$ cat src/rtl/sync_fifo_ext.sv
// Single-clock FIFO with occupancy count, threshold/sticky error flags, flush and optional FWFT read.
// Read latency 1 cycle (FWFT=0) or 0 (FWFT=1); writes when full and reads when empty are dropped and flagged.
module sync_fifo_ext #(
  parameter int DATA_WIDTH = 32,
  parameter int MEM_DEPTH  = 16,
  parameter int PTR_WIDTH  = $clog2(MEM_DEPTH),
  parameter bit FWFT       = 1'b0,
  parameter int AF_THRESH  = MEM_DEPTH - 2,
  parameter int AE_THRESH  = 2
) (
  input  logic                  i_clk,
  input  logic                  i_rstn,
  input  logic                  i_flush,
  input  logic [DATA_WIDTH-1:0] i_wr_data,
  input  logic                  i_wr_en,
  input  logic                  i_rd_en,
  output logic [DATA_WIDTH-1:0] o_rd_data,
  output logic                  o_rd_valid,
  output logic                  o_full,
  output logic                  o_empty,
  output logic                  o_almost_full,
  output logic                  o_almost_empty,
  output logic [PTR_WIDTH:0]    o_count,
  output logic                  o_overflow,
  output logic                  o_underflow
);

  localparam logic [PTR_WIDTH:0] DEPTH_C = (PTR_WIDTH+1)'(MEM_DEPTH);
  localparam logic [PTR_WIDTH:0] AF_C    = (PTR_WIDTH+1)'(AF_THRESH);
  localparam logic [PTR_WIDTH:0] AE_C    = (PTR_WIDTH+1)'(AE_THRESH);

  logic [DATA_WIDTH-1:0] mem [MEM_DEPTH];
  logic [PTR_WIDTH:0]    w_ptr;
  logic [PTR_WIDTH:0]    r_ptr;
  logic [PTR_WIDTH:0]    count;
  logic [PTR_WIDTH-1:0]  w_idx;
  logic [PTR_WIDTH-1:0]  r_idx;
  logic                  full;
  logic                  empty;
  logic                  wr_acc;
  logic                  rd_acc;

  // Extra MSB on each pointer separates full from empty when low bits match.
  assign count = w_ptr - r_ptr;
  assign w_idx = w_ptr[PTR_WIDTH-1:0];
  assign r_idx = r_ptr[PTR_WIDTH-1:0];
  assign full  = (count == DEPTH_C);
  assign empty = (count == '0);

  assign wr_acc = i_wr_en && !full  && !i_flush;
  assign rd_acc = i_rd_en && !empty && !i_flush;

  assign o_full         = full;
  assign o_empty        = empty;
  assign o_count        = count;
  assign o_almost_full  = (count >= AF_C);
  assign o_almost_empty = (count <= AE_C);

  always_ff @(posedge i_clk) begin
    if (wr_acc) begin
      mem[w_idx] <= i_wr_data;
    end
  end

  always_ff @(posedge i_clk or negedge i_rstn) begin
    if (!i_rstn) begin
      w_ptr       <= '0;
      r_ptr       <= '0;
      o_overflow  <= 1'b0;
      o_underflow <= 1'b0;
    end else if (i_flush) begin
      w_ptr       <= '0;
      r_ptr       <= '0;
      o_overflow  <= 1'b0;
      o_underflow <= 1'b0;
    end else begin
      if (wr_acc) w_ptr <= w_ptr + 1'b1;
      if (rd_acc) r_ptr <= r_ptr + 1'b1;
      if (i_wr_en && full)  o_overflow  <= 1'b1;
      if (i_rd_en && empty) o_underflow <= 1'b1;
    end
  end

  if (FWFT) begin : g_fwft
    assign o_rd_data  = empty ? '0 : mem[r_idx];
    assign o_rd_valid = !empty;
  end else begin : g_reg
    logic [DATA_WIDTH-1:0] rd_data_q;
    logic                  rd_valid_q;

    always_ff @(posedge i_clk or negedge i_rstn) begin
      if (!i_rstn) begin
        rd_data_q  <= '0;
        rd_valid_q <= 1'b0;
      end else if (i_flush) begin
        rd_data_q  <= '0;
        rd_valid_q <= 1'b0;
      end else begin
        rd_valid_q <= rd_acc;
        if (rd_acc) rd_data_q <= mem[r_idx];
      end
    end

    assign o_rd_data  = rd_data_q;
    assign o_rd_valid = rd_valid_q;
  end

endmodule

$ cat config.mk
export PLATFORM = sky130hd
export DESIGN_NAME = sync_fifo_ext
export DESIGN_NICKNAME = d
export VERILOG_FILES = /design/src/rtl/sync_fifo_ext.sv
export SDC_FILE = /design/constraint.sdc
export NUM_CORES = 1
export LEC_CHECK = 0
export ABC_AREA = 1
export CAP_MARGIN = 20
export CORE_MARGIN = 5
export CORE_UTILIZATION = 61
export CTS_CLUSTER_SIZE = 8
export DETAILED_ROUTE_END_ITERATION = 8
export HOLD_SLACK_MARGIN = 0.08
export PLACE_DENSITY_LB_ADDON = 0.08
export SKIP_LAST_GASP = 1
export SLEW_MARGIN = 20
export SYNTH_ARGS = -nofsm -noshare
export SYNTH_HDL_FRONTEND = slang
export SYNTH_SLANG_ARGS = --single-unit
$ cat constraint.sdc
create_clock -name i_clk -period 4.7 [get_ports i_clk]
set_clock_uncertainty 0.15 [all_clocks]
set_input_delay 1.41 -clock i_clk [delete_from_list [all_inputs] [get_ports i_clk]]
set_output_delay 1.41 -clock i_clk [all_outputs]
set_load 0.01 [all_outputs]
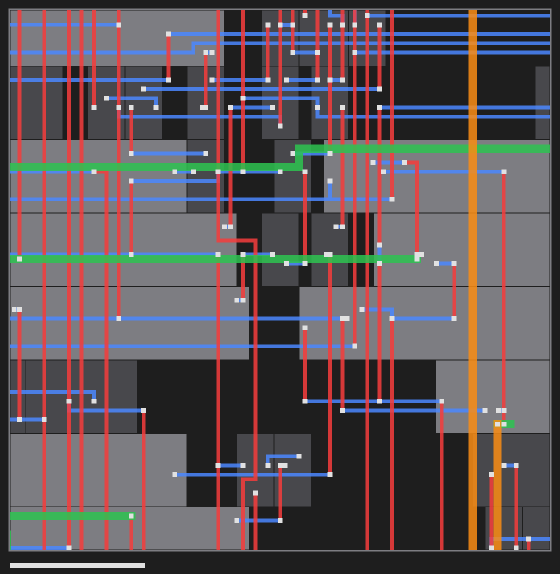
Figure 1: run 1, close-up of the layout.
Bar = 5 µm. Window x 148 to 168, y 148 to 168 µm. Cells in grey, sequential cells in the stronger grey; small squares are vias.
[blue] met1
[green] met3
[orange] met4
[red] met2
netlist names of flops here include: mem (9)
cells with their middle in the window: 26
most frequent: nand2_1 (9), edfxtp_1 (9), inv_1 (5)
sequential cells in the window: 9

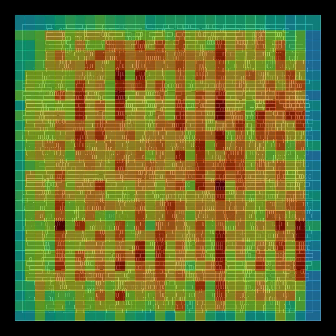
Figure 2: run 1, track usage over the die.
global route hottest layer: met2
utilization of the core after routing: 0.7094
met1 usage in global routing: 0.3643

==> results.rst, run 1 <==
Implementation results
======================

.. list-table::
   :header-rows: 1

   * - Metric
     - Value
   * - Source of the worst register-to-register timing path
     - w_ptr[0]
   * - Reg2reg path depth
     - 12
   * - Clock Power
     - 5.13 mW
   * - Max-Slew Margin vs Limit
     - 0.3096
   * - Fill cell total of the finished layout
     - 2869
   * - Yosys chip area
     - 0.02454 mm²
   * - Most common reg cell
     - sky130_fd_sc_hd__edfxtp_1
   * - Type of the most critical hold path
     - reg2reg
   * - Layout area overhead
     - 14.84%
   * - Met3 layer usage reported by global route
     - 0.04673
   * - Overflow after GRT
     - 0
   * - Highest achievable clock rate
     - 0.2194 GHz
   * - Critical Path Stages
     - 8
   * - Detailed placement HPWL
     - 29450 µm
   * - Critical path's largest stage delay
     - 0.57 ns
   * - Min-Delay Path Depth
     - 2
   * - Post-placement cell area
     - 0.02591 mm²
   * - Share of power burned in combinational logic
     - 0.266
   * - Number of standard cells after synthesis
     - 2435
   * - Shortest clock period the worst path allows after layout
     - 4.558 ns
   * - Vertical die size
     - 210.6 µm
   * - Crit path cell chain
     - inv_1, ha_1, fa_1, nand2_1, nor2_8, nand3_2, nor2_4, clkdlybuf4s50_1
   * - Area enclosed by the die boundary
     - 0.04435 mm²
   * - Critical path buffer and inverter count
     - 2
   * - Core Area
     - 0.03973 mm²
   * - Reg-to-Reg End
     - mem[14][24]
   * - Antenna violations before repair
     - 1
   * - Peak VDD IR
     - 0.4287 mV
   * - Area leader, netlist
     - sky130_fd_sc_hd__edfxtp_1
   * - DRC violation count after routing
     - 0
   * - Fraction of synthesized cell area taken by the top area cell type
     - 0.6264
   * - Type of the setup path with the least slack
     - reg2out
   * - Total number of H-tree levels
     - 3
   * - Post-detailed-route count of antenna-violating nets
     - 0
   * - Mean post-synth cell area
     - 10.08 µm²
   * - Actual slew at the worst max-slew pin
     - 1.036 ns
   * - Number of vias per cell after detailed routing
     - 5.366
   * - Violation count after the first detailed-routing iteration
     - 1663
   * - Yosys warning tally
     - 0
   * - Core utilization at floorplan
     - 0.6177
   * - Arrival time of the worst setup path
     - 3.00 ns
   * - Die x size
     - 210.6 µm
   * - Total combinational power
     - 3.96 mW
   * - Share of final-layout standard cells stronger than drive strength 1
     - 0.07400
   * - Result of the run
     - complete, no violations
   * - Worst setup slack after layout
     - 0.1424 ns
   * - Multi-input combinational cell area
     - 0.006116 mm²
   * - Met2 global-route usage
     - 0.4289
   * - Clock tree from TritonCTS
     - yes
   * - Internal power
     - 10.17 mW
   * - Total number of clock tree sinks
     - 557
   * - Summed area of non-filler cells in the final layout
     - 0.02819 mm²
   * - Element type at the critical path start
     - flip-flop
   * - RePlAce Congestion
     - 0.8302
   * - CP endpoint
     - o_empty
   * - Vias
     - 16530
   * - Site row count
     - 73
   * - Heaviest power group
     - sequential cells
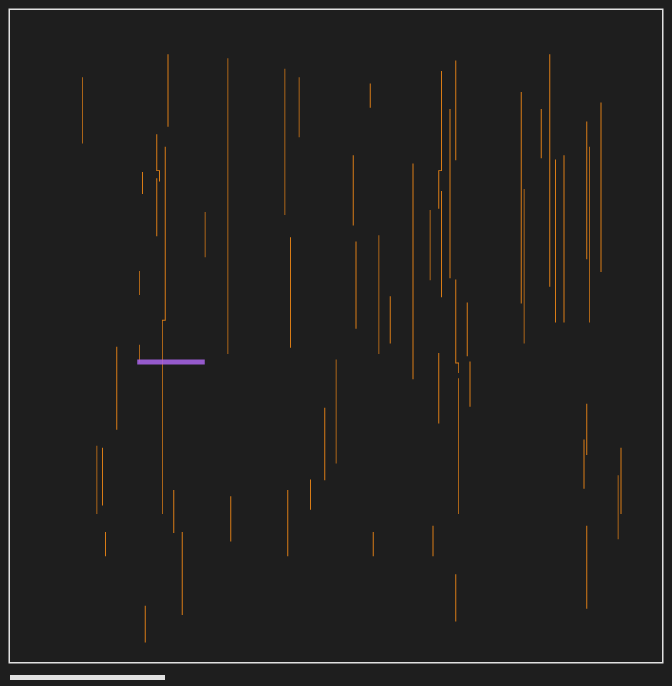
Figure 3: run 1, metal layers overlaid.
Bar = 50 µm. Only two layers are drawn.
[orange] met4 | wire length: 1750 µm
[purple] met5 | wire length: 20.2 µm
Overall Global Routing Usage: 0.2638
average detailed-routed wire length per instance: 18.87 µm

run 1: metrics by stage:
step	instances	util	TNS, ns
3_5_place_dp	2954	0.6521	0
5_1_grt	3079	0.7094	-0.03538
4_1_cts	3077	0.7087	0
6_report	3080	0.7094	0
2_1_floorplan	2435	-	0
3_3_place_gp	2954	0.6521	0
run 1: flip-flops by register name, indices dropped and copies added, names as in the netlist:
name	cells
o_underflow	1
o_rd_valid	1
mem	512
o_overflow	1
r_ptr	5
w_ptr	5
o_rd_data	32
run 1: routing by layer:
layer	vias to the layer above	wire, µm
li1	7939	-
met2	603	27800
met3	134	4457
met4	2	1752
met1	7850	24100
met5	-	20
run 1: worst min-delay path, delay by kind of cell (launching register included):
kind	cells	cell delay, ns
and+or+nand+nor	2	0.14
DFF	1	0.33
run 1: how the worst min path moves through the flow:
stage,end,slack (ns)
5_1_grt,o_rd_data[27],0.39
4_1_cts,o_rd_data[3],0.36
3_3_place_gp,o_underflow,0.34
2_1_floorplan,r_ptr[4],0.34
6_report,o_rd_data[3],0.36
3_5_place_dp,o_rd_data[3],0.35
run 1: cell usage in the layout (no fill, tap or decap), drive strengths merged, types with 11 or more instances in the layout:
master / count
nand4: 11
nor2: 26
clkdlybuf4s50: 79
buf: 39
dfrtp: 45
edfxtp: 512
nand3: 342
clkbuf: 120
nand2: 976
inv: 381
run 1: cell type report:
type | count | share of cell area
Antenna cell | 1 | 0.00008878
Clock inverter | 3 | 0.0009322
Inverter | 379 | 0.05078
Timing Repair Buffer | 118 | 0.04324
Clock buffer | 120 | 0.07897
Tap cell | 525 | 0.02330
Sequential cell | 557 | 0.5857
Multi-Input combinational cell | 1377 | 0.2170
run 1: timing repair:
item                                    in CTS  in global routing
gates resized                                0                  2
hold buffers                                 0                  0
setup buffers                                0                  2
endpoints found under the setup margin       0                  3
==> run 2: changes to the inputs <==
--- a/config.mk
+++ b/config.mk
@@ -12,6 +12,7 @@
 export CTS_CLUSTER_SIZE = 8
 export DETAILED_ROUTE_END_ITERATION = 8
 export HOLD_SLACK_MARGIN = 0.08
+export MAX_ROUTING_LAYER = met4
 export PLACE_DENSITY_LB_ADDON = 0.08
 export SKIP_LAST_GASP = 1
 export SLEW_MARGIN = 20
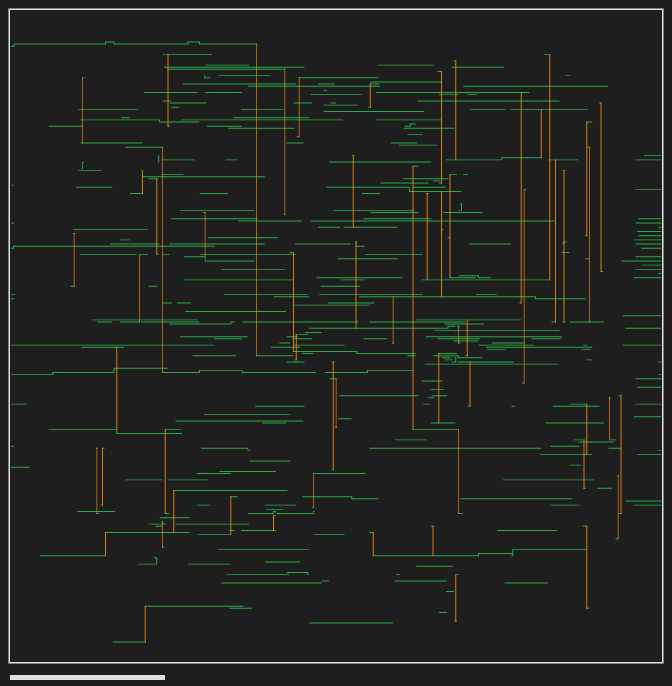
Figure 4: run 2, metal layers overlaid.
Bar = 50 µm. Only two layers are drawn.
[orange] met4 | wire length: 1650 µm
[green] met3 | wire length: 4490 µm
vias: 16580
average detailed-routed wire length per instance: 18.86 µm
post-detailed-routing wire length: 58120 µm
Overall Global Routing Usage: 0.2719

==> results.rst, run 2 <==
Implementation results
======================

.. list-table::
   :header-rows: 1

   * - Metric
     - Value
   * - Highest achievable clock rate
     - 0.2198 GHz (+0.18%)
   * - Ranking of synthesized cells by area
     - sky130_fd_sc_hd__edfxtp_1, sky130_fd_sc_hd__nand2_1, sky130_fd_sc_hd__nand3_1, sky130_fd_sc_hd__inv_1, sky130_fd_sc_hd__dfrtp_1
   * - Dominant cell by count in the synthesized netlist
     - sky130_fd_sc_hd__nand2_1
   * - Area enclosed by the die boundary
     - 0.04435 mm² (unchanged)
   * - Actual slew at the worst max-slew pin
     - 1.043 ns (+0.007271 ns)
   * - Sequential area share after synthesis
     - 0.6723
   * - Detailed placement HPWL
     - 29450 µm (unchanged)
   * - Summed area of non-filler cells in the final layout
     - 0.02819 mm² (about the same)
   * - Total number of clock tree sinks
     - 557 (unchanged)
   * - Count of hold-fix buffers inserted at cts
     - 0 (unchanged)
   * - Required time worst endpoint
     - 3.14 ns
   * - Clock tree from TritonCTS
     - yes
   * - Overflow after GRT
     - 0 (unchanged)
   * - Wire length of the first global-routing pass
     - 90450 µm
   * - Reg2reg path depth
     - 12 (unchanged)
   * - Arrival time of the worst setup path
     - 2.99 ns (about the same)
   * - Antenna violations before repair
     - 1 (unchanged)
   * - Source of the worst register-to-register timing path
     - w_ptr[0]
   * - Mean post-synth cell area
     - 10.08 µm² (unchanged)
   * - Fin Setup TNS
     - 0 ns (unchanged)
   * - Vertical die size
     - 210.6 µm (unchanged)
   * - CP endpoint
     - o_empty
   * - Die x size
     - 210.6 µm (unchanged)
   * - Worst setup slack after layout
     - 0.1506 ns (+0.008181 ns)
   * - Core Area
     - 0.03973 mm² (unchanged)
   * - Site row count
     - 73 (unchanged)
   * - Number of warnings in the stage logs
     - 35
   * - Max FFs per register
     - 512 (unchanged)
   * - Global route hottest layer
     - met2
   * - Number of vias per cell after detailed routing
     - 5.380 (+0.25%)
   * - Reg-to-Reg End
     - mem[12][24]
   * - Fraction of synthesized cell area taken by the top area cell type
     - 0.6264 (unchanged)
   * - Post-placement cell area
     - 0.02591 mm² (unchanged)
   * - Standard cell with the maximum stage delay on the critical path
     - sky130_fd_sc_hd__clkdlybuf4s50_1
   * - Commonest non-fill, non-tap cells in the layout
     - sky130_fd_sc_hd__nand2_1, sky130_fd_sc_hd__edfxtp_1, sky130_fd_sc_hd__inv_1
   * - Most flops, register
     - mem
   * - Final non-filler cell total
     - 3081 (+0.032%)
   * - Utilization of the core after routing
     - 0.7095 (about the same)
   * - Worst-case setup slack after placement
     - 0.6606 ns
   * - Commonest non-fill, non-tap cell in the layout
     - sky130_fd_sc_hd__nand2_1
   * - Buffer levels on the longest clock path
     - 3
   * - Number of max-slew violations in the final report
     - 0
   * - Critical path buffer and inverter count
     - 2 (unchanged)
   * - Number of standard cells after synthesis
     - 2435 (unchanged)
   * - Area leader, netlist
     - sky130_fd_sc_hd__edfxtp_1
   * - Peak VDD IR
     - 0.4280 mV (-0.15%)
   * - Violation count after the first detailed-routing iteration
     - 1688 (+1.5%)
   * - Total number of H-tree levels
     - 3 (unchanged)
   * - Element type at the critical path start
     - flip-flop
   * - Share of final-layout standard cells stronger than drive strength 1
     - 0.07400 (unchanged)
   * - Core utilization at floorplan
     - 0.6177 (unchanged)
   * - Result of the run
     - complete, no violations
   * - Crit path cell chain
     - inv_1, ha_1, fa_1, nand2_1, nor2_8, nand3_2, nor2_4, clkdlybuf4s50_1
   * - Type of the most critical hold path
     - reg2reg
   * - Met2 global-route usage
     - 0.4288 (about the same)
   * - Number of cell instances after yosys synthesis
     - 2435
   * - RePlAce Congestion
     - 0.8430 (+1.5%)
   * - Yosys chip area
     - 0.02454 mm² (unchanged)
   * - Setup Fix Bufs, Post-CTS
     - 0 (unchanged)
   * - Most common reg cell
     - sky130_fd_sc_hd__edfxtp_1
   * - Met3 layer usage reported by global route
     - 0.04539 (-0.001339)
   * - Number of cells in the design after placement
     - 2954 (unchanged)
   * - Type of the setup path with the least slack
     - reg2out
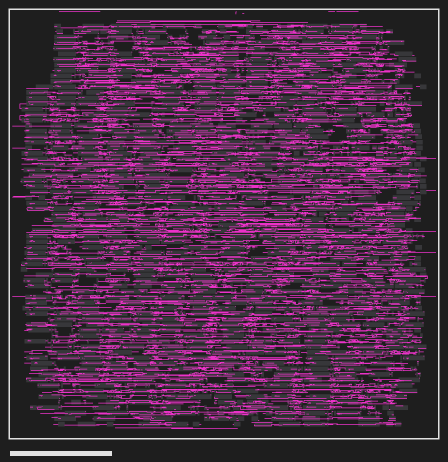
Figure 5: run 2, M1 wires.
Bar = 50 µm.
wire length on this layer: 24.2 mm
main direction: horizontal
met1 usage in global routing: 0.3652

[run 2: cell counts after synthesis]
No cell type changed its count.
[run 2: cell type report]
type | count | area [µm²] | area share
sequential | 557 | 16510 | 0.5857
clock inverter | 3 | 26.28 | 0.0009321
timing repair buffer | 118 | 1219 | 0.04323
multi-input combinational | 1377 | 6116 | 0.2170
inverter | 379 | 1431 | 0.05078
antenna | 2 | 5.005 | 0.0001775
clock buffer | 120 | 2226 | 0.07896
tap | 525 | 656.9 | 0.02330
[run 2: report_power, final]
group | internal, mW | switching [mW]
combinational | 1.30 | 2.65
clock | 3.21 | 1.93
sequential | 5.65 | 0.130
total | 10.2 | 4.72
[run 2: logic make-up (layout without fill, tap and decap cells)]
| family | count (synthesis) | after routing | share of synthesized area |
|---|---|---|---|
| XOR/XNOR | 6 | 6 | 0.002141 |
| adder cells (fa/ha/maj) | 10 | 10 | 0.005404 |
| flip-flops | 557 | 557 | 0.6723 |
| other | 0 | 2 | 0 |
| AND/OR/NAND/NOR | 1356 | 1356 | 0.2347 |
| AND-OR/OR-AND | 5 | 5 | 0.001325 |
| buffers and inverters | 501 | 620 | 0.08412 |
[run 2: worst min path at each step]
| stage | from | slack, ns | depth (start not counted) | endpoint |
|---|---|---|---|---|
| floorplan | r_ptr[4] | 0.34 | 2 | r_ptr[4] |
| global placement | o_underflow | 0.34 | 2 | o_underflow |
| detailed placement | o_rd_data[3] | 0.35 | 2 | o_rd_data[3] |
| CTS | o_rd_data[3] | 0.36 | 2 | o_rd_data[3] |
| global route | o_rd_data[27] | 0.39 | 2 | o_rd_data[27] |
| finish | o_underflow | 0.36 | 2 | o_underflow |
[run 2: layer usage]
layer,vias to the layer above,share of wire
li1,7938,-
met1,7876,0.42
met4,0,0.028
met5,-,0
met2,632,0.48
met3,129,0.077
Power and IR drop assume default switching activity.
